==> config.mk <==
export PLATFORM = sky130hd
export DESIGN_NAME = alu_seq
export DESIGN_NICKNAME = d
export VERILOG_FILES = /design/src/rtl/alu_seq.sv
export SDC_FILE = /design/constraint.sdc
export NUM_CORES = 1
export LEC_CHECK = 0
export CELL_PAD_IN_SITES_DETAIL_PLACEMENT = 1
export CELL_PAD_IN_SITES_GLOBAL_PLACEMENT = 1
export CORE_MARGIN = 2
export CORE_UTILIZATION = 36
export DETAILED_ROUTE_END_ITERATION = 12
export MAX_ROUTING_LAYER = met4
export PLACE_DENSITY = 0.76
export SYNTH_ARGS = -nofsm -noshare
export SYNTH_HDL_FRONTEND = slang
export SYNTH_SLANG_ARGS = --single-unit
export TNS_END_PERCENT = 30
==> constraint.sdc <==
create_clock -name clk_i -period 8.3 [get_ports clk_i]
set_input_delay 1.66 -clock clk_i [delete_from_list [all_inputs] [get_ports clk_i]]
set_output_delay 1.66 -clock clk_i [all_outputs]
set_load 0.05 [all_outputs]
==> src/rtl/alu_seq.sv <==
// Execute-stage ALU: one-cycle logic/arith ops plus iterative shift-add MUL and
// restoring DIVU/REMU behind a valid/ready handshake.
module alu_seq #(
    parameter int WIDTH = 64,
    parameter int CNT_W = $clog2(WIDTH)
) (
    input  logic             clk_i,
    input  logic             rst_i,
    input  logic             valid_i,
    output logic             ready_o,
    input  logic [WIDTH-1:0] src1_i,
    input  logic [WIDTH-1:0] src2_i,
    input  logic [3:0]       ctrl_i,
    output logic             valid_o,
    output logic [WIDTH-1:0] result_o,
    output logic             zero_o,
    output logic             illegal_o
);

    localparam logic [0:0] S_IDLE = 1'b0;
    localparam logic [0:0] S_BUSY = 1'b1;

    localparam logic [3:0] OP_AND  = 4'b0000;
    localparam logic [3:0] OP_OR   = 4'b0001;
    localparam logic [3:0] OP_ADD  = 4'b0010;
    localparam logic [3:0] OP_SUB  = 4'b0110;
    localparam logic [3:0] OP_SLT  = 4'b0111;
    localparam logic [3:0] OP_NOR  = 4'b1100;
    localparam logic [3:0] OP_MUL  = 4'b1000;
    localparam logic [3:0] OP_DIVU = 4'b1001;
    localparam logic [3:0] OP_REMU = 4'b1010;

    localparam logic [CNT_W-1:0] CNT_LAST = CNT_W'(WIDTH - 1);

    logic [0:0]       state_q, state_d;
    logic [CNT_W-1:0] cnt_q, cnt_d;
    logic [3:0]       op_q, op_d;
    logic [WIDTH-1:0] a_q, a_d;
    logic [WIDTH-1:0] b_q, b_d;
    logic [WIDTH-1:0] acc_q, acc_d;
    logic             valid_q, valid_d;
    logic [WIDTH-1:0] result_q, result_d;
    logic             zero_q, zero_d;
    logic             illegal_q, illegal_d;

    logic [WIDTH-1:0] mul_acc_nxt;
    logic [WIDTH:0]   div_shift;
    logic [WIDTH:0]   div_trial;
    logic             div_ge;
    logic [WIDTH-1:0] rem_nxt;
    logic [WIDTH-1:0] quo_nxt;
    logic [WIDTH-1:0] fin_res;
    logic [WIDTH:0]   single_res;
    logic             is_iter;

    // Returns {illegal, result} for every non-iterative opcode.
    function automatic logic [WIDTH:0] single_op(input logic [3:0] op,
                                                 input logic [WIDTH-1:0] a,
                                                 input logic [WIDTH-1:0] b);
        logic signed [WIDTH-1:0] sa;
        logic signed [WIDTH-1:0] sb;
        sa = a;
        sb = b;
        case (op)
            OP_AND:  single_op = {1'b0, a & b};
            OP_OR:   single_op = {1'b0, a | b};
            OP_ADD:  single_op = {1'b0, a + b};
            OP_SUB:  single_op = {1'b0, a - b};
            OP_SLT:  single_op = {1'b0, {(WIDTH-1){1'b0}}, (sa < sb)};
            OP_NOR:  single_op = {1'b0, ~(a | b)};
            default: single_op = {1'b1, {WIDTH{1'b0}}};
        endcase
    endfunction

    always_comb begin
        mul_acc_nxt = acc_q + (b_q[0] ? a_q : {WIDTH{1'b0}});
        // Remainder shifts left taking the next dividend bit; a clear borrow
        // means the divisor fits and the quotient bit is 1.
        div_shift   = {acc_q, a_q[WIDTH-1]};
        div_trial   = div_shift - {1'b0, b_q};
        div_ge      = ~div_trial[WIDTH];
        rem_nxt     = div_ge ? div_trial[WIDTH-1:0] : div_shift[WIDTH-1:0];
        quo_nxt     = {a_q[WIDTH-2:0], div_ge};
        single_res  = single_op(ctrl_i, src1_i, src2_i);
        is_iter     = (ctrl_i == OP_MUL) || (ctrl_i == OP_DIVU) || (ctrl_i == OP_REMU);
        case (op_q)
            OP_MUL:  fin_res = mul_acc_nxt;
            OP_DIVU: fin_res = quo_nxt;
            default: fin_res = rem_nxt;
        endcase
    end

    always_comb begin
        state_d   = state_q;
        cnt_d     = cnt_q;
        op_d      = op_q;
        a_d       = a_q;
        b_d       = b_q;
        acc_d     = acc_q;
        valid_d   = 1'b0;
        result_d  = result_q;
        zero_d    = zero_q;
        illegal_d = illegal_q;
        if (state_q == S_IDLE) begin
            if (valid_i) begin
                if (is_iter) begin
                    state_d = S_BUSY;
                    op_d    = ctrl_i;
                    a_d     = src1_i;
                    b_d     = src2_i;
                    acc_d   = {WIDTH{1'b0}};
                    cnt_d   = {CNT_W{1'b0}};
                end else begin
                    valid_d   = 1'b1;
                    result_d  = single_res[WIDTH-1:0];
                    zero_d    = (single_res[WIDTH-1:0] == {WIDTH{1'b0}});
                    illegal_d = single_res[WIDTH];
                end
            end
        end else begin
            cnt_d = cnt_q + 1'b1;
            if (op_q == OP_MUL) begin
                acc_d = mul_acc_nxt;
                a_d   = a_q << 1;
                b_d   = b_q >> 1;
            end else begin
                acc_d = rem_nxt;
                a_d   = quo_nxt;
            end
            if (cnt_q == CNT_LAST) begin
                state_d   = S_IDLE;
                cnt_d     = {CNT_W{1'b0}};
                valid_d   = 1'b1;
                result_d  = fin_res;
                zero_d    = (fin_res == {WIDTH{1'b0}});
                illegal_d = 1'b0;
            end
        end
    end

    always_ff @(posedge clk_i) begin
        if (rst_i) begin
            state_q   <= S_IDLE;
            cnt_q     <= {CNT_W{1'b0}};
            valid_q   <= 1'b0;
            result_q  <= {WIDTH{1'b0}};
            zero_q    <= 1'b1;
            illegal_q <= 1'b0;
        end else begin
            state_q   <= state_d;
            cnt_q     <= cnt_d;
            valid_q   <= valid_d;
            result_q  <= result_d;
            zero_q    <= zero_d;
            illegal_q <= illegal_d;
        end
    end

    // Datapath registers carry no reset; they are always reloaded on accept.
    always_ff @(posedge clk_i) begin
        op_q  <= op_d;
        a_q   <= a_d;
        b_q   <= b_d;
        acc_q <= acc_d;
    end

    assign ready_o   = (state_q == S_IDLE);
    assign valid_o   = valid_q;
    assign result_o  = result_q;
    assign zero_o    = zero_q;
    assign illegal_o = illegal_q;

endmodule

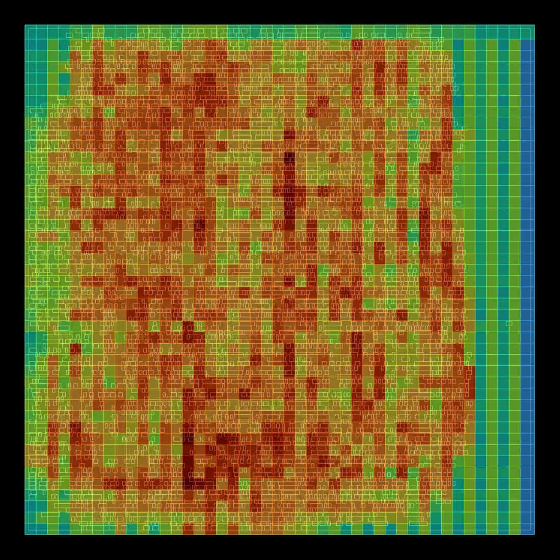
run_1/congestion_map.png
Tot GR Track Use: 34.9%
busiest grt layer: met1
met2 usage: 48.6%
per-cell routed wire length: 29.0 um
met3 usage: 7.27%

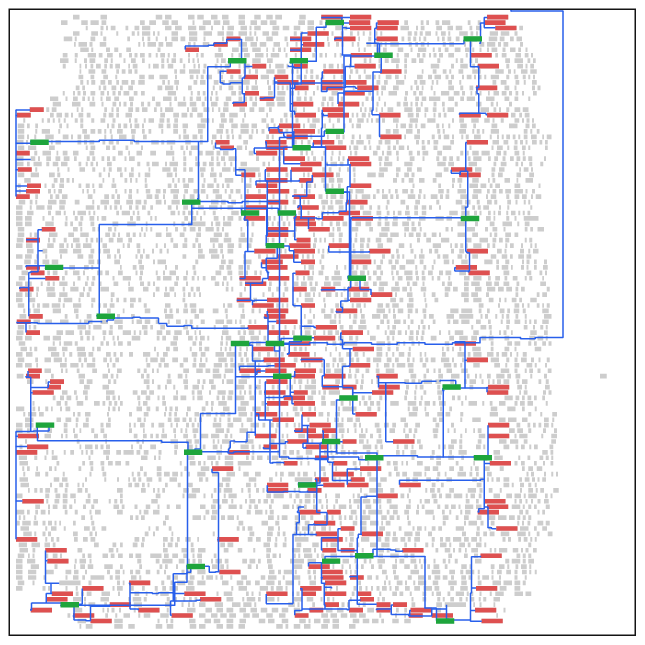
run_1/clock_wires.png
Drawn at 2 px/um.
[clock-net drivers] green | count: 34
[flip-flops] red | count: 270
[clock wires] blue | length: 5300 um
routed clock nets	35
flops lie	spread over the die
Clk pwr share: 30.1%
P_clk: 0.00167 W
Clock Skews: 0.0283 ns

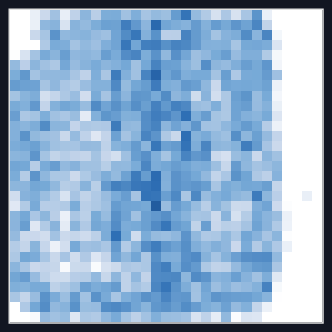
run_1/util_map.png
Drawn at 1 px/um. The die is cut into 31 by 31 equal tiles; white is low, dark blue is high, 0 to 100% covered.
nearly empty tiles	15%
tiles over 75% full	0.60%
mean over tiles	38%
fullest tile	82%
Core Area: 94600 um^2
fp_density: 36.2%
fin util: 40.4%

==> run 1: routing by layer <==
layer / share of wire [%] / track usage (%) / up-vias
met5: 0 / - / -
met4: 3.5 / 11.2 / 0
met3: 10 / 7.27 / 267
met2: 41 / 48.6 / 2015
met1: 45 / 49.7 / 19000
li1: - / - / 17000
==> run 1: how the worst min path moves through the flow <==
stage,end
floorplan,cnt_q[5]$_SDFFE_PP0P_
global placement,result_o[26]$_SDFFE_PP0P_
detailed placement,result_o[34]$_SDFFE_PP0P_
CTS,result_o[48]$_SDFFE_PP0P_
global route,result_o[37]$_SDFFE_PP0P_
finish,result_o[26]$_SDFFE_PP0P_
==> run 1: where the power goes <==
group	internal (W)	leakage (nW)	switching (W)	total, W
combinational	0.000718	11.8	0.00153	0.00225
clock	0.000956	0.565	0.000712	0.00167
sequential	0.00154	2.43	0.0000891	0.00163
total	0.00321	14.8	0.00233	0.00555
==> run 1: area by class of cell <==
type / instances / area, um^2
flip-flops and latches: 270 / 7370
clock buffers: 40 / 916
multi-input cells: 3777 / 24500
well taps: 1265 / 1580
clock inverters: 21 / 264
repair buffers: 252 / 2440
inverters: 293 / 1100
fillers: 11600 / 56400
diodes: 8 / 20.0
==> run 1: registers in the layout (all words and copies together) (netlist names) <==
register	flops
a_q	64
acc_q	64
b_q	64
result_o	64
cnt_q	6
op_q	4
illegal_o	1
state_q	1
valid_o	1
zero_o	1
==> run 1: critical path, stage by stage <==
cell	delay, ns
clkdlybuf4s50_1	0.53
inv_1	0.08
ha_1	0.57
nor4_1	0.43
a21boi_0	0.51
nor4_1	0.16
o21ai_0	0.93
o221ai_1	0.22
a21boi_0	0.50
nand2_1	0.12
nor4_1	0.60
nand4_1	0.28
nor4_1	0.51
nand4_1	0.19
nor4_1	0.23
a31o_1	0.18
==> run 1: synth_stat cells, types with 61 or more instances <==
library cell,n,area share [%]
a211oi_1,89,2.0
a21o_1,76,1.7
a21oi_1,458,6.7
and2_1,88,1.6
clkbuf_1,228,2.5
dfxtp_1,74,4.3
edfxtp_1,196,17
ha_1,341,12
inv_1,287,3.1
nand2_1,529,5.8
nand3_1,95,1.4
nand4_1,85,1.6
nor2_1,419,4.6
nor3_1,83,1.2
o211ai_1,61,1.3
o21ai_0,406,5.9
xnor2_1,94,2.4
==> run 1: per-stage QoR <==
step           cells  setup WS (ns)  utilization [%]
2_1_floorplan   4651           1.76                -
3_3_place_gp    5857          0.842             39.1
3_5_place_dp    5857          0.761             39.1
4_1_cts         5918           1.33             40.4
5_1_grt         5924           1.08             40.4
6_report        5926           1.10             40.4
==> run 1: cell families (layout without fill, tap and decap cells) <==
| family | Yosys count | after routing | share of synthesized area, % |
|---|---|---|---|
| compound gates | 1660 | 1660 | 31.2 |
| simple gates | 1550 | 1550 | 21.4 |
| buf+inv | 604 | 606 | 7.10 |
| fa+ha+maj | 345 | 345 | 12.7 |
| flops | 270 | 270 | 21.5 |
| xor+xnor | 148 | 148 | 3.79 |
| mux | 74 | 74 | 2.25 |
| other cells | 0 | 8 | 0 |
==> flow_summary.json, run 1 <==
{
  "outcome": "finished, final reports clean",
  "max-slew-margin-rel_pct": 22.9,
  "die_y_um": 312,
  "mostFrequentLayoutCells": "525 x nand2_1, 458 x a21oi_1, 417 x nor2_1",
  "r2r_cells": 18,
  "synth_cells": 4651,
  "dpl_cell_area_um2": 37000,
  "drv_slew": 0,
  "clkSinkCount": 270,
  "cp_data_required_time_ns": 8.83,
  "viasPerCell": 6.46,
  "cts_setup_buffers": 0,
  "finalHoldViolCount": 0,
  "routed_wirelength_um": 172000,
  "yosysWarnings": 0,
  "final_common_cell": "nand2_1",
  "antenna_found_initial": 14,
  "top_level_ports": 203,
  "crit_path_start_kind": "primary input",
  "ctsHtreeMaxLevel": 2,
  "crit_end": "zero_o$_SDFFE_PP1P_",
  "cts_resized": 0,
  "avgSynthCellArea_um2": 7.36,
  "openroad.warnings": 178,
  "layout-drive-gt1-share_pct": 4.88,
  "timing.rr.end": "zero_o$_SDFFE_PP1P_",
  "reg2reg_from": "a_q[63]$_DFFE_PP_",
  "r2r_slack_ns": 1.19,
  "power.leakage_nw": 14.8,
  "nets": 5108,
  "fin_crit_sh_pct": 86.8,
  "grt_max_degree": 184,
  "holdPathStages": 2,
  "synth-edff-count": 196,
  "ir_drop_uv": 116,
  "grt_pass1_wl_um": 250000,
  "ant_nets": 0,
  "cp_max_fo": 16,
  "die-area_um2": 97500,
  "cts_root_buffer": "clkbuf_16",
  "cp-startpoint": "src1_i[11]",
  "detailed_place_hpwl_um": 137000,
  "ctsHoldBuffers": 0,
  "clock_path_buffers": 3,
  "syn_area_um2": 34200,
  "tightest_slew_ns": 1.14,
  "holdWs_ns": 0.463,
  "max_freq_ghz": 0.139,
  "syn_nets": 5131,
  "clk_pin_slew_ns": 0.06,
  "power.density_nw_per_um2": 145,
  "cts-buffers-inserted": 34,
  "min_period_ns": 7.20,
  "drv_cap": 0,
  "portBuffers": 202,
  "worstSkewPairLatency_ns": 0.59,
  "routabilityCongestion": 1.01,
  "total_power_w": 0.00555,
  "postSynthSeqShare_pct": 21.5,
  "gr-total-overflow": 0,
  "async_flop_share_pct": 0,
  "final_cell_area_um2": 38200,
  "hold_class": "flip-flop to flip-flop",
  "crit_arrival_ns": 7.73,
  "min_from": "result_o[26]$_SDFFE_PP0P_",
  "crit_type": "primary input to flip-flop",
  "area_delta_synth_final_pct": 11.7,
  "fp-row-count": 113,
  "setup_viol": 0,
  "synth_stat.cells": 4651,
  "vias": 38300,
  "drt_iter0_drc": 4603,
  "drcViolationCount": 0,
  "drtPass1Iterations": 6,
  "ff_type": "edfxtp_1",
  "grt_setup_unrepaired": "false",
  "cts_tree": "built",
  "yosysUniqueCellTypes": 108,
  "tns_ns": 0,
  "endpoint_kind": "flip-flop",
  "yosysChipArea_um2": 34200,
  "die_w_um": 312,
  "ys_seq_elements": 270,
  "first_global_vias": 36900
}
==> run 2, diff against run 1 <==
- SETUP_SLACK_MARGIN: unset -> 0.3
- SLEW_MARGIN: unset -> 15
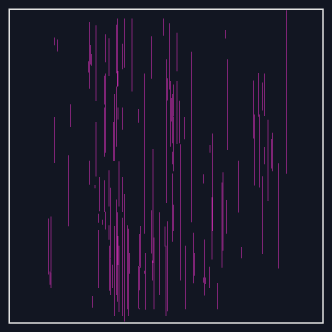
run_2/m4.png
Drawn at 1 px/um.
longest straight run	170 um
nets with wire on the layer	97
DR vias: 38300
WL final: 172000 um

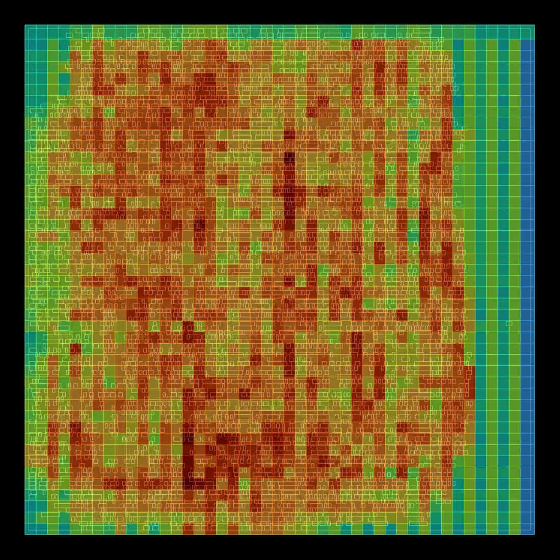
run_2/congestion_map.png
GR Util met1: 49.7%

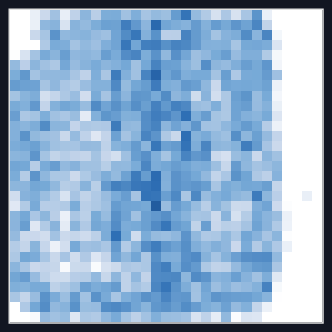
run_2/util_map.png
Drawn at 1 px/um. The die is cut into 31 by 31 equal tiles; white is low, dark blue is high, 0 to 100% covered.
nearly empty tiles	15%
mean over tiles	38%
fullest tile	82%
tiles over 75% full	0.60%

==> flow_summary.json, run 2 <==
{
  "ctsHtreeMaxLevel": 2,
  "clock_path_buffers": 3,
  "yosys.area.top_type": "edfxtp_1",
  "synth-edff-count": 196,
  "yosysMostFrequentCell": "nand2_1",
  "cts_root_buffer": "clkbuf_16",
  "top_level_ports": 203,
  "grt_setup_unrepaired": "false",
  "drv_slew": 0,
  "worstSkewPairLatency_ns": 0.59,
  "viasPerCell": 6.46,
  "layout-drive-gt1-share_pct": 4.88,
  "async_flop_share_pct": 0,
  "syn_nets": 5131,
  "cpMostUsedCell": "nor4_1",
  "final_common_cell": "nand2_1",
  "grt.total_usage_pct": 34.9,
  "antenna_found_initial": 14,
  "logic_area_um2": 24500,
  "nets": 5108,
  "fin_crit_sh_pct": 86.8,
  "clk_pin_slew_ns": 0.06,
  "min_period_ns": 7.20,
  "fill_cells": 11600,
  "yosysUniqueCellTypes": 108,
  "tightest_slew_ns": 1.14,
  "routabilityCongestion": 1.01,
  "synth_stat.cells": 4651,
  "cts-buffers-inserted": 34,
  "tns_ns": 0,
  "fp_util_pct": 36.2,
  "top_cells_by_count": "529 x nand2_1, 458 x a21oi_1, 419 x nor2_1",
  "power.density_nw_per_um2": 145,
  "crit_type": "primary input to flip-flop",
  "endpoint_kind": "flip-flop",
  "area_leaders": "edfxtp_1 17%, ha_1 12%, a21oi_1 6.7%",
  "portBuffers": 202,
  "preCtsSetupSlack_ns": 0.761,
  "grt_pass1_wl_um": 250000,
  "wl_per_cell_um": 29.0,
  "ys_seq_elements": 270,
  "grt_max_degree": 184,
  "ctsHoldBuffers": 0,
  "max_stage_delay_ns": 0.93,
  "crit_arrival_ns": 7.73,
  "dp.cells": 5857,
  "first_global_vias": 36900,
  "crit_slowest_cell": "o21ai_0",
  "power.leakage_nw": 14.8,
  "cp_data_required_time_ns": 8.83,
  "die_y_um": 312,
  "cts_tree": "built",
  "clkSinkCount": 270,
  "top_area_share_pct": 17.2,
  "postSynthSeqShare_pct": 21.5,
  "hold_class": "flip-flop to flip-flop",
  "cp_max_fo": 16,
  "gr-total-overflow": 0,
  "drt_iter0_drc": 4603,
  "mostFrequentLayoutCells": "525 x nand2_1, 458 x a21oi_1, 417 x nor2_1",
  "openroad.warnings": 178,
  "max-slew-margin-rel_pct": 22.9,
  "final_cells": 5926,
  "synth_cells": 4651,
  "finClkSkew_ns": 0.0283,
  "avgSynthCellArea_um2": 7.36,
  "holdWs_ns": 0.463,
  "core-area_um2": 94600,
  "area_delta_synth_final_pct": 11.7,
  "fp-row-count": 113,
  "yosysWarnings": 0,
  "ant_nets": 0,
  "drtPass1Iterations": 6,
  "crit_path_start_kind": "primary input",
  "drv_cap": 0,
  "max_freq_ghz": 0.139,
  "crit_chain": "clkdlybuf4s50_1 -> inv_1 -> ha_1 -> nor4_1 -> a21boi_0 -> nor4_1 -> o21ai_0 -> o221ai_1 -> a21boi_0 -> nand2_1 -> nor4_1 -> nand4_1 -> nor4_1 -> nand4_1 -> nor4_1 -> a31o_1",
  "critical_path.top_delay_family": "simple AND/OR/NAND/NOR gates",
  "outcome": "finished, final reports clean",
  "drcViolationCount": 0,
  "finalHoldViolCount": 0,
  "cts_setup_buffers": 0,
  "regArea_um2": 7370,
  "setup_viol": 0,
  "yosysChipArea_um2": 34200,
  "detailed_place_hpwl_um": 137000,
  "die-area_um2": 97500,
  "syn_area_um2": 34200,
  "cts_resized": 0,
  "worst_slack_ns": 1.10,
  "die_w_um": 312,
  "ff_type": "edfxtp_1",
  "path_buffers": 2,
  "ir_drop_uv": 116
}
-- run 2: cell counts in the layout (fill, tap and decap cells not counted) --
No cell type changed its count.
-- run 2: routing by layer --
metal	vias to the layer above	GRT usage (%)	wire (um)	share of wire [%]
met4	0	11.2	6090	3.5
met1	19000	49.7	77900	45
met2	2015	48.6	70200	41
met5	-	-	0	0
li1	17000	-	-	-
met3	267	7.27	17900	10
-- run 2: kinds of logic (layout without fill, tap and decap cells) --
| logic type | count (synthesis) | count (layout) | synth area share [%] |
|---|---|---|---|
| compound gates | 1660 | 1660 | 31.2 |
| xor+xnor | 148 | 148 | 3.79 |
| fa+ha+maj | 345 | 345 | 12.7 |
| buf+inv | 604 | 606 | 7.10 |
| flops | 270 | 270 | 21.5 |
| mux | 74 | 74 | 2.25 |
| other cells | 0 | 8 | 0 |
| simple gates | 1550 | 1550 | 21.4 |
-- run 2: worst paths after layout --
path                                                 from                   endpoint  slack [ns]  cells past startpoint
worst max-delay path                           src1_i[11]        zero_o$_SDFFE_PP1P_        1.10                     16
worst min-delay path            result_o[26]$_SDFFE_PP0P_  result_o[26]$_SDFFE_PP0P_        0.46                      2
worst max register to register          a_q[63]$_DFFE_PP_        zero_o$_SDFFE_PP1P_        1.19                     18
worst min register to register  result_o[26]$_SDFFE_PP0P_  result_o[26]$_SDFFE_PP0P_        0.46                      2
-- run 2: worst reg2reg max path, cell delays in order, from the launching register on --
cell and delay (ns):
edfxtp_1 0.59, inv_1 0.13, ha_1 0.18, inv_1 0.07, fa_1 0.44, a211oi_1 0.62, o211ai_2 0.21, a211oi_1 0.74
or3_4 0.30, and4b_1 0.86, nor3_4 0.12, buf_12 0.23, mux2i_1 0.39, a21oi_1 0.26, a2111o_1 0.63, nor4b_2 0.31
nand4_1 0.27, o31ai_1 0.56, a31o_1 0.17
-- run 2: cell type report --
cell class	instances	area share (%)
multi-input combinational	3777	64.1
sequential	270	19.3
timing repair buffer	252	6.39
tap	1265	4.14
inverter	293	2.88
clock buffer	40	2.40
clock inverter	21	0.691
antenna	8	0.0524
-- run 2: stage by stage --
stage	area, um^2	utilization (%)	power [W]
2_1_floorplan	34200	-	0.00300
3_3_place_gp	37000	39.1	0.00379
3_5_place_dp	37000	39.1	0.00381
4_1_cts	38200	40.4	0.00547
5_1_grt	38200	40.4	0.00574
6_report	38200	40.4	0.00555
-- run 2: power breakdown --
part / switching [W] / leakage [nW] / internal [W] / total, W
registers: 0.0000891 / 2.43 / 0.00154 / 0.00163
clock network: 0.000712 / 0.565 / 0.000956 / 0.00167
logic: 0.00153 / 11.8 / 0.000718 / 0.00225
No activity file was given, so power comes from the tool's default toggle rates.
